File: src/rtl/ddr3_burst_writer.sv
// ddr3_burst_writer
//   Packs a stream of IN_W-bit words into AVL_W-bit beats (little-endian,
//   word k in bits [k*IN_W +: IN_W]), buffers the beats in a FIFO and writes
//   them to a DDR3 Avalon-MM port as bursts of BURST_LEN beats. A flush ends
//   the session: any partial beat is zero-padded and all buffered beats are
//   written out as bursts of min(count, BURST_LEN), then done pulses.
//
//   Optional feature macro: DDR3_WR_BYTEEN_EN adds ddr3_avl_be, all ones for
//   full beats and ones only over the filled words of a flushed partial beat.
//
// Ports
//   ddr3_clk, reset_n           clock, asynchronous active-low reset
//   start, start_addr, flush    session control (start only honoured in IDLE)
//   in_valid/in_ready/in_data   word stream
//   busy, done                  session active / one-cycle end-of-session pulse
//   ddr3_avl_*                  Avalon burst write master
module ddr3_burst_writer #(
  parameter int IN_W       = 32,
  parameter int AVL_W      = 128,
  parameter int ADDR_W     = 26,
  parameter int BURST_LEN  = 4,
  parameter int FIFO_DEPTH = 8
) (
  input  logic              ddr3_clk,
  input  logic              reset_n,
  input  logic              start,
  input  logic [ADDR_W-1:0] start_addr,
  input  logic              flush,
  input  logic              in_valid,
  output logic              in_ready,
  input  logic [IN_W-1:0]   in_data,
  output logic              busy,
  output logic              done,
  input  logic              ddr3_avl_ready,
  output logic              ddr3_avl_burstbegin,
  output logic              ddr3_avl_write_req,
  output logic [ADDR_W-1:0] ddr3_avl_addr,
  output logic [AVL_W-1:0]  ddr3_avl_wr_data,
  output logic [6:0]        ddr3_avl_size
`ifdef DDR3_WR_BYTEEN_EN
  ,
  output logic [AVL_W/8-1:0] ddr3_avl_be
`endif
);
  localparam int WPB = AVL_W / IN_W;
  localparam int PCW = $clog2(WPB + 1);
  localparam int PW  = (FIFO_DEPTH > 1) ? $clog2(FIFO_DEPTH) : 1;
  localparam int CW  = $clog2(FIFO_DEPTH + 1);
  localparam logic [PCW-1:0] WPB_C    = PCW'(WPB);
  localparam logic [PW-1:0]  PTR_LAST = PW'(FIFO_DEPTH - 1);
  localparam logic [CW-1:0]  DEPTH_C  = CW'(FIFO_DEPTH);
  localparam logic [CW-1:0]  BL_C     = CW'(BURST_LEN);
  localparam logic [6:0]     BL_SZ    = 7'(BURST_LEN);
`ifdef DDR3_WR_BYTEEN_EN
  localparam int BPW = IN_W / 8;
  localparam int BEW = AVL_W / 8;
`endif

  typedef enum logic [1:0] {IDLE, RUN, DRAIN} state_e;

  state_e            state_q, state_d;
  logic [AVL_W-1:0]  pack_data_q, pack_data_d;
  logic [PCW-1:0]    pack_cnt_q, pack_cnt_d;
  logic              pend_vld_q, pend_vld_d;   // completed beat waiting one cycle to enter the FIFO
  logic [AVL_W-1:0]  pend_data_q, pend_data_d;
  logic [PW-1:0]     wr_ptr_q, wr_ptr_d, rd_ptr_q, rd_ptr_d;
  logic [CW-1:0]     cnt_q, cnt_d;
  logic              act_q, act_d;             // burst in progress
  logic              wreq_q, wreq_d, bb_q, bb_d;
  logic [ADDR_W-1:0] addr_q, addr_d, next_addr_q, next_addr_d;
  logic [AVL_W-1:0]  wdata_q, wdata_d;
  logic [6:0]        size_q, size_d, left_q, left_d;
  logic [AVL_W-1:0]  mem [FIFO_DEPTH];

  logic              accept, push, pop, start_ok;
  logic [AVL_W-1:0]  pk_data;
  logic [PCW-1:0]    pk_cnt;
  logic [6:0]        burst_sz;
`ifdef DDR3_WR_BYTEEN_EN
  logic [BEW-1:0]    pend_be_q, pend_be_d, be_q, be_d, pk_be;
  logic [BEW-1:0]    be_mem [FIFO_DEPTH];
`endif

  assign in_ready = (state_q == RUN) && (cnt_q != DEPTH_C) && !pend_vld_q;
  assign busy     = (state_q != IDLE);

  always_comb begin
    state_d     = state_q;
    pack_data_d = pack_data_q;
    pack_cnt_d  = pack_cnt_q;
    pend_vld_d  = pend_vld_q;
    pend_data_d = pend_data_q;
    wr_ptr_d    = wr_ptr_q;
    rd_ptr_d    = rd_ptr_q;
    act_d       = act_q;
    wreq_d      = wreq_q;
    bb_d        = bb_q;
    addr_d      = addr_q;
    next_addr_d = next_addr_q;
    wdata_d     = wdata_q;
    size_d      = size_q;
    left_d      = left_q;
    done        = 1'b0;
    push        = 1'b0;
    pop         = 1'b0;
    accept      = in_valid & in_ready;
    pk_data     = pack_data_q;
    pk_cnt      = pack_cnt_q;
`ifdef DDR3_WR_BYTEEN_EN
    pend_be_d   = pend_be_q;
    be_d        = be_q;
    pk_be       = '0;
`endif

    // top-level session control
    case (state_q)
      IDLE:  if (start) begin
               state_d     = RUN;
               next_addr_d = start_addr;
             end
      RUN:   if (flush) state_d = DRAIN;
      DRAIN: if (!act_q && !pend_vld_q && cnt_q == '0) begin
               state_d = IDLE;
               done    = 1'b1;
             end
      default: state_d = IDLE;
    endcase

    if (pend_vld_q) begin
      push       = 1'b1;
      pend_vld_d = 1'b0;
    end

    // packer; in_ready is low while a beat is pending, so a fresh pending
    // beat never collides with the one being pushed this cycle
    if (accept) begin
      for (int k = 0; k < WPB; k++)
        if (pack_cnt_q == PCW'(k)) pk_data[k*IN_W +: IN_W] = in_data;
      pk_cnt = pack_cnt_q + PCW'(1);
    end
`ifdef DDR3_WR_BYTEEN_EN
    for (int b = 0; b < BEW; b++) pk_be[b] = (PCW'(b / BPW) < pk_cnt);
`endif
    if (pk_cnt == WPB_C || (state_q == RUN && flush && pk_cnt != '0)) begin
      // unfilled words of a flushed beat are already zero: the pack
      // register is cleared every time a beat leaves it
      pend_vld_d  = 1'b1;
      pend_data_d = pk_data;
      pack_data_d = '0;
      pack_cnt_d  = '0;
`ifdef DDR3_WR_BYTEEN_EN
      pend_be_d   = pk_be;
`endif
    end else begin
      pack_data_d = pk_data;
      pack_cnt_d  = pk_cnt;
    end

    // burst engine: beats separated by one idle cycle of write_req
    burst_sz = (cnt_q >= BL_C) ? BL_SZ : 7'(cnt_q);
    start_ok = !act_q && ((state_q == RUN && cnt_q >= BL_C) ||
                          (state_q == DRAIN && !pend_vld_q && cnt_q != '0));
    if (wreq_q && ddr3_avl_ready) begin
      pop    = 1'b1;
      wreq_d = 1'b0;
      bb_d   = 1'b0;
      left_d = left_q - 7'd1;
      if (left_q == 7'd1) act_d = 1'b0;
    end else if (act_q && !wreq_q) begin
      wreq_d  = 1'b1;
      wdata_d = mem[rd_ptr_q];
`ifdef DDR3_WR_BYTEEN_EN
      be_d    = be_mem[rd_ptr_q];
`endif
    end else if (start_ok) begin
      act_d       = 1'b1;
      wreq_d      = 1'b1;
      bb_d        = 1'b1;
      addr_d      = next_addr_q;
      next_addr_d = next_addr_q + ADDR_W'(burst_sz);
      size_d      = burst_sz;
      left_d      = burst_sz;
      wdata_d     = mem[rd_ptr_q];
`ifdef DDR3_WR_BYTEEN_EN
      be_d        = be_mem[rd_ptr_q];
`endif
    end

    if (push) wr_ptr_d = (wr_ptr_q == PTR_LAST) ? '0 : wr_ptr_q + PW'(1);
    if (pop)  rd_ptr_d = (rd_ptr_q == PTR_LAST) ? '0 : rd_ptr_q + PW'(1);
    cnt_d = cnt_q + CW'(push) - CW'(pop);
  end

  always_ff @(posedge ddr3_clk or negedge reset_n) begin
    if (!reset_n) begin
      state_q     <= IDLE;
      pack_data_q <= '0;
      pack_cnt_q  <= '0;
      pend_vld_q  <= 1'b0;
      pend_data_q <= '0;
      wr_ptr_q    <= '0;
      rd_ptr_q    <= '0;
      cnt_q       <= '0;
      act_q       <= 1'b0;
      wreq_q      <= 1'b0;
      bb_q        <= 1'b0;
      addr_q      <= '0;
      next_addr_q <= '0;
      wdata_q     <= '0;
      size_q      <= '0;
      left_q      <= '0;
`ifdef DDR3_WR_BYTEEN_EN
      pend_be_q   <= '0;
      be_q        <= '0;
`endif
    end else begin
      state_q     <= state_d;
      pack_data_q <= pack_data_d;
      pack_cnt_q  <= pack_cnt_d;
      pend_vld_q  <= pend_vld_d;
      pend_data_q <= pend_data_d;
      wr_ptr_q    <= wr_ptr_d;
      rd_ptr_q    <= rd_ptr_d;
      cnt_q       <= cnt_d;
      act_q       <= act_d;
      wreq_q      <= wreq_d;
      bb_q        <= bb_d;
      addr_q      <= addr_d;
      next_addr_q <= next_addr_d;
      wdata_q     <= wdata_d;
      size_q      <= size_d;
      left_q      <= left_d;
`ifdef DDR3_WR_BYTEEN_EN
      pend_be_q   <= pend_be_d;
      be_q        <= be_d;
`endif
    end
  end

  // beat storage needs no reset: only entries counted by cnt_q are read
  always_ff @(posedge ddr3_clk) begin
    if (push) begin
      mem[wr_ptr_q] <= pend_data_q;
`ifdef DDR3_WR_BYTEEN_EN
      be_mem[wr_ptr_q] <= pend_be_q;
`endif
    end
  end

  assign ddr3_avl_burstbegin = bb_q;
  assign ddr3_avl_write_req  = wreq_q;
  assign ddr3_avl_addr       = addr_q;
  assign ddr3_avl_wr_data    = wdata_q;
  assign ddr3_avl_size       = size_q;
`ifdef DDR3_WR_BYTEEN_EN
  assign ddr3_avl_be         = be_q;
`endif

endmodule

File: config.mk
export PLATFORM = sky130hd
export DESIGN_NAME = ddr3_burst_writer
export DESIGN_NICKNAME = d
export VERILOG_FILES = /design/src/rtl/ddr3_burst_writer.sv
export SDC_FILE = /design/constraint.sdc
export NUM_CORES = 1
export LEC_CHECK = 0
export CAP_MARGIN = 20
export CELL_PAD_IN_SITES_DETAIL_PLACEMENT = 1
export CELL_PAD_IN_SITES_GLOBAL_PLACEMENT = 2
export CORE_MARGIN = 2
export CORE_UTILIZATION = 45
export CTS_CLUSTER_SIZE = 8
export DETAILED_ROUTE_END_ITERATION = 8
export PLACE_DENSITY_LB_ADDON = 0.1
export SLEW_MARGIN = 10
export SYNTH_ARGS = -nofsm -noshare
export SYNTH_HDL_FRONTEND = slang
export SYNTH_SLANG_ARGS = --single-unit
export TNS_END_PERCENT = 20
File: constraint.sdc
create_clock -name ddr3_clk -period 11.12 [get_ports ddr3_clk]
set_input_delay 1.112 -clock ddr3_clk [delete_from_list [all_inputs] [get_ports ddr3_clk]]
set_output_delay 1.112 -clock ddr3_clk [all_outputs]
set_load 0.005 [all_outputs]
==> images/layer_met1.png <==
(1.5 px per um) Supply wires on this layer in grey.
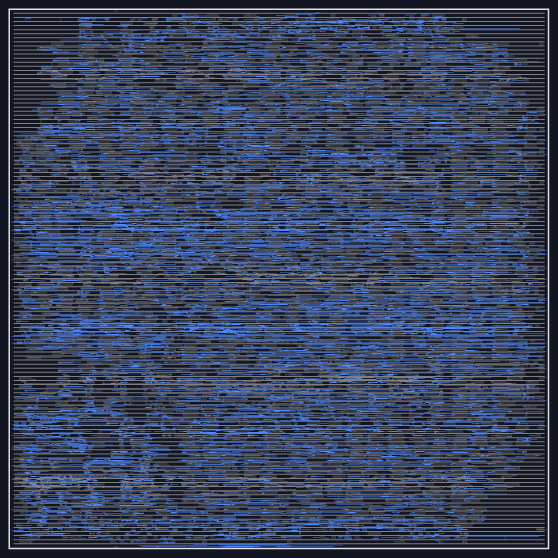
main direction: horizontal
longest straight run: 156 um
nets with wire on the layer: 3411
wire length on this layer: 60.4 mm
share of all routed wire: 44%

==> images/layer_met2.png <==
(1.5 px per um)
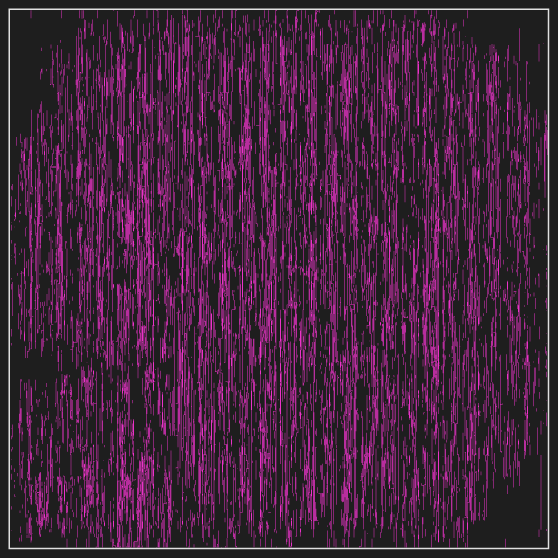
main direction: vertical
nets with wire on the layer: 3255
wire length on this layer: 68.8 mm
longest straight run: 116 um

==> images/layer_met3.png <==
(1.5 px per um)
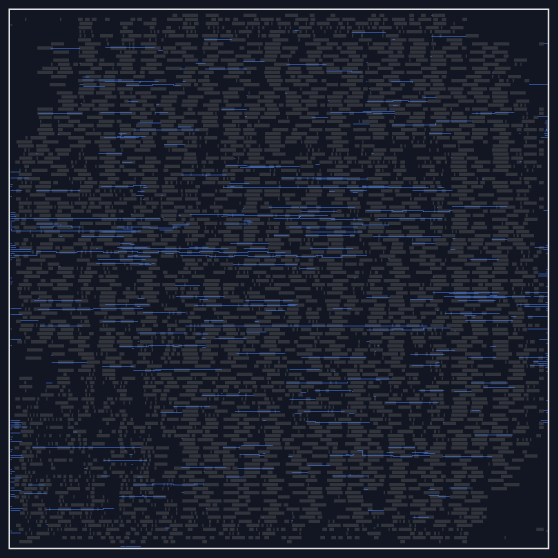
main direction: horizontal
share of all routed wire: 4.3%
wire length on this layer: 5910 um
met3 Use GR: 3.80%
via count: 29366
DRT Wirelength: 139000 um

==> flow_summary.toml <==
# generated from flow reports
[cts]
cts_sinks = 1490
cts_tree = "yes"
cts_buffers = 204
root_buffer = "clkbuf_16"
clk_pin_slew_worst_paths_ns = 0.05
clk_latency_ns = 0.80
cts_resized = 0
cts_max_path_buffers = 3
cts_setup_buffers = 0

[worst_hold_path]
min_path_type = "in2async"

[global_route]
grt_pass1_vias = 32557
grt_usage_pct = 22.2
gr-total-overflow = 0

[route]
dr.pass1.iters = 5
drc = 0
drt-vias-per-instance = 5.51

[logic_synthesis]
syn_avg_cell_area_um2 = 17.7
synth_area_um2 = 56600
synth_seq_share_pct = 75.0
yosys_cells = 3197
edf_count = 1024
yosys_warnings = 0

[setup_path]
path_class = "reg2out"
worst-path-buf-inv = 2
slowest_stage = "clkdlybuf4s50_1"
cp_slowest_stage_delay_ns = 0.62
cp-start-kind = "register"
startpoint = "cnt_q[2]"
reg2reg_from = "cnt_q[2]"
worstPathMaxFanout = 6
cp_cell_sequence = "inv_1, ha_1, or3b_1, nor4_1, clkdlybuf4s50_1"
regToRegEndpoint = "pack_data_q[97]"
r2r_cells = 9
cp_data_arrival_time_ns = 2.88
crit_path_end = "done"
crit_family = "buffers and inverters"

[final_timing]
hold_violations = 0
fin_ws_ns = 7.13
grt_setup_unrepaired = "false"
setup_viol_count_final = 0
setup-tns-final_ns = 0
drv_slew = 0
worstMarginPinSlew_ns = 1.12
relSlewSlack_pct = 25.4
max_freq_ghz = 0.250

[flow_run]
timing.max_cap.violations = 0
warnings = 36

[pwr]
p_per_area_nw_per_um2 = 268
combPwrFrac_pct = 23.0
clockPowerShare_pct = 32.2
intPower_mw = 12.6
leakage_nw = 24.8
power_frac_seq_pct = 44.8

[floorplan]
rows = 130
die_w_um = 359
core_um2 = 125000
ioPinCount = 230
initial_core_util_pct = 45.2
dieArea_um2 = 129000

[place]
dpl.hpwl_um = 76500
post-place-ws_ns = 6.44
port_buffers = 226

[final_layout]
comb_area_um2 = 13400
final_cell_mix = "edfxtp_1 (1024), dfrtp_1 (463), nor2_1 (274)"
layout-drive-gt1-share_pct = 15.1
seq_area_um2 = 42400
fillers = 11458
nets = 3586

[outcome]
status = "finished clean"
==> images/layer_met4.png <==
(1 px per um) Supply wires on this layer in grey.
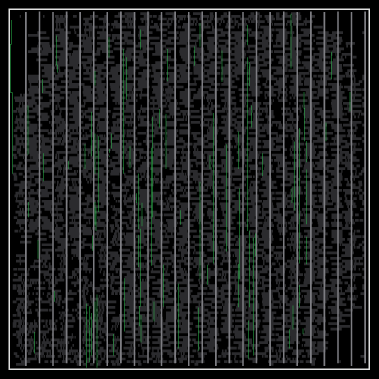
nets with wire on the layer: 41
longest straight run: 173 um
main direction: vertical
wire length on this layer: 3650 um

==> images/congestion.png <==
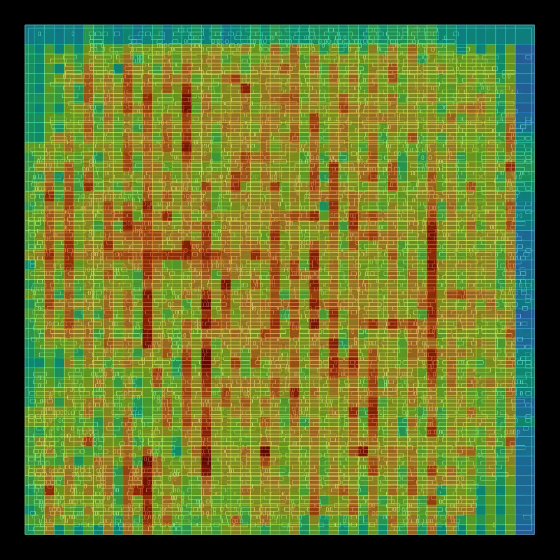
wire per inst: 26.1 um
Util after Layout: 53.2%

## metal layers
layer | global-route usage (%) | part of all wire, % | up-vias
met5 | 0 | 0.021 | -
met4 | 7.11 | 2.6 | 4
met3 | 3.80 | 4.3 | 215
met2 | 36.9 | 50 | 610
met1 | 29.9 | 44 | 15668
li1 | - | - | 12869
## sequential cells by signal (all words and copies together), names as in the netlist
signal,flops
pend_vld_q,1
ddr3_avl_write_req,1
ddr3_avl_wr_data,128
ddr3_avl_burstbegin,1
cnt_q,4
ddr3_avl_size,4
wr_ptr_q,3
state_q,2
pack_cnt_q,3
act_q,1
mem,1024
ddr3_avl_addr,26
pack_data_q,128
next_addr_q,26
rd_ptr_q,3
pend_data_q,128
left_q,7
## kinds of logic (layout without fill, tap and decap cells)
kind of cell	count (synthesis)	in the layout	share of synthesized area (%)
compound gates	347	347	3.42
xor+xnor	7	7	0.108
fa+ha+maj	24	24	0.557
buf+inv	200	676	1.63
flops	1490	1490	75.0
mux	518	518	14.8
other cells	1	6	0.00663
simple gates	610	610	4.45
## power groups by stage
stage	registers (mW)	logic [mW]	clock network, mW
6_report	8.01	4.11	5.75
5_1_grt	8.15	4.55	6.13
3_3_place_gp	8.02	4.10	0
4_1_cts	8.03	4.23	5.90
2_1_floorplan	7.77	2.76	0
3_5_place_dp	8.13	4.20	0
## cells in the mapped netlist (4+ instances only)
library cell / instances / area [um2]
and4_1: 4 / 35.0
buf_6: 6 / 67.6
inv_1: 19 / 71.3
and2_1: 6 / 37.5
a211oi_1: 4 / 30.0
mux4_2: 256 / 5770
o21ai_1: 44 / 220
xnor2_1: 5 / 43.8
nand2_1: 257 / 965
o311ai_0: 6 / 52.6
a31oi_1: 6 / 37.5
a21o_1: 6 / 45.0
mux2i_1: 260 / 2600
buf_4: 6 / 45.0
and3_1: 7 / 43.8
nand3_1: 14 / 70.1
ha_1: 22 / 275
nor3_1: 12 / 60.1
o311ai_1: 4 / 35.0
o211ai_1: 7 / 52.6
nand2b_1: 5 / 31.3
a21oi_1: 139 / 696
nand4_1: 4 / 25.0
edfxtp_1: 1024 / 30700
nor2_1: 280 / 1050
nor4_1: 4 / 25.0
o21ai_0: 100 / 500
clkbuf_1: 78 / 293
dfrtp_1: 466 / 11700
buf_2: 84 / 420
buf_1: 4 / 15.0
## through the flow
| step | std cells | cell area, um2 | hold WS [ns] |
|---|---|---|---|
| 5_1_grt | 5327 | 66600 | 0.312 |
| 6_report | 5328 | 66600 | 0.306 |
| 3_3_place_gp | 4941 | 60600 | 0.460 |
| 2_1_floorplan | 3199 | 56600 | 0.439 |
| 4_1_cts | 5324 | 66600 | 0.269 |
| 3_5_place_dp | 4941 | 60600 | 0.471 |
## worst reg2reg max path: cells and delay by family, from the launching register on
family | cells | cell delay (ns)
and+or+nand+nor | 3 | 1.28
buffers and inverters | 4 | 1.66
DFF | 1 | 0.32
muxes | 1 | 0.36
adders and majority gates | 1 | 0.19
## layout make-up
cell class              instances  area share (%)
repair buffers                271            4.09
flip-flops and latches       1490            63.7
multi-input cells            1509            20.0
clock inverters                14           0.272
diodes                          3          0.0113
clock buffers                 369            8.66
inverters                      22           0.131
well taps                    1650            3.10
Power and IR drop assume default switching activity.
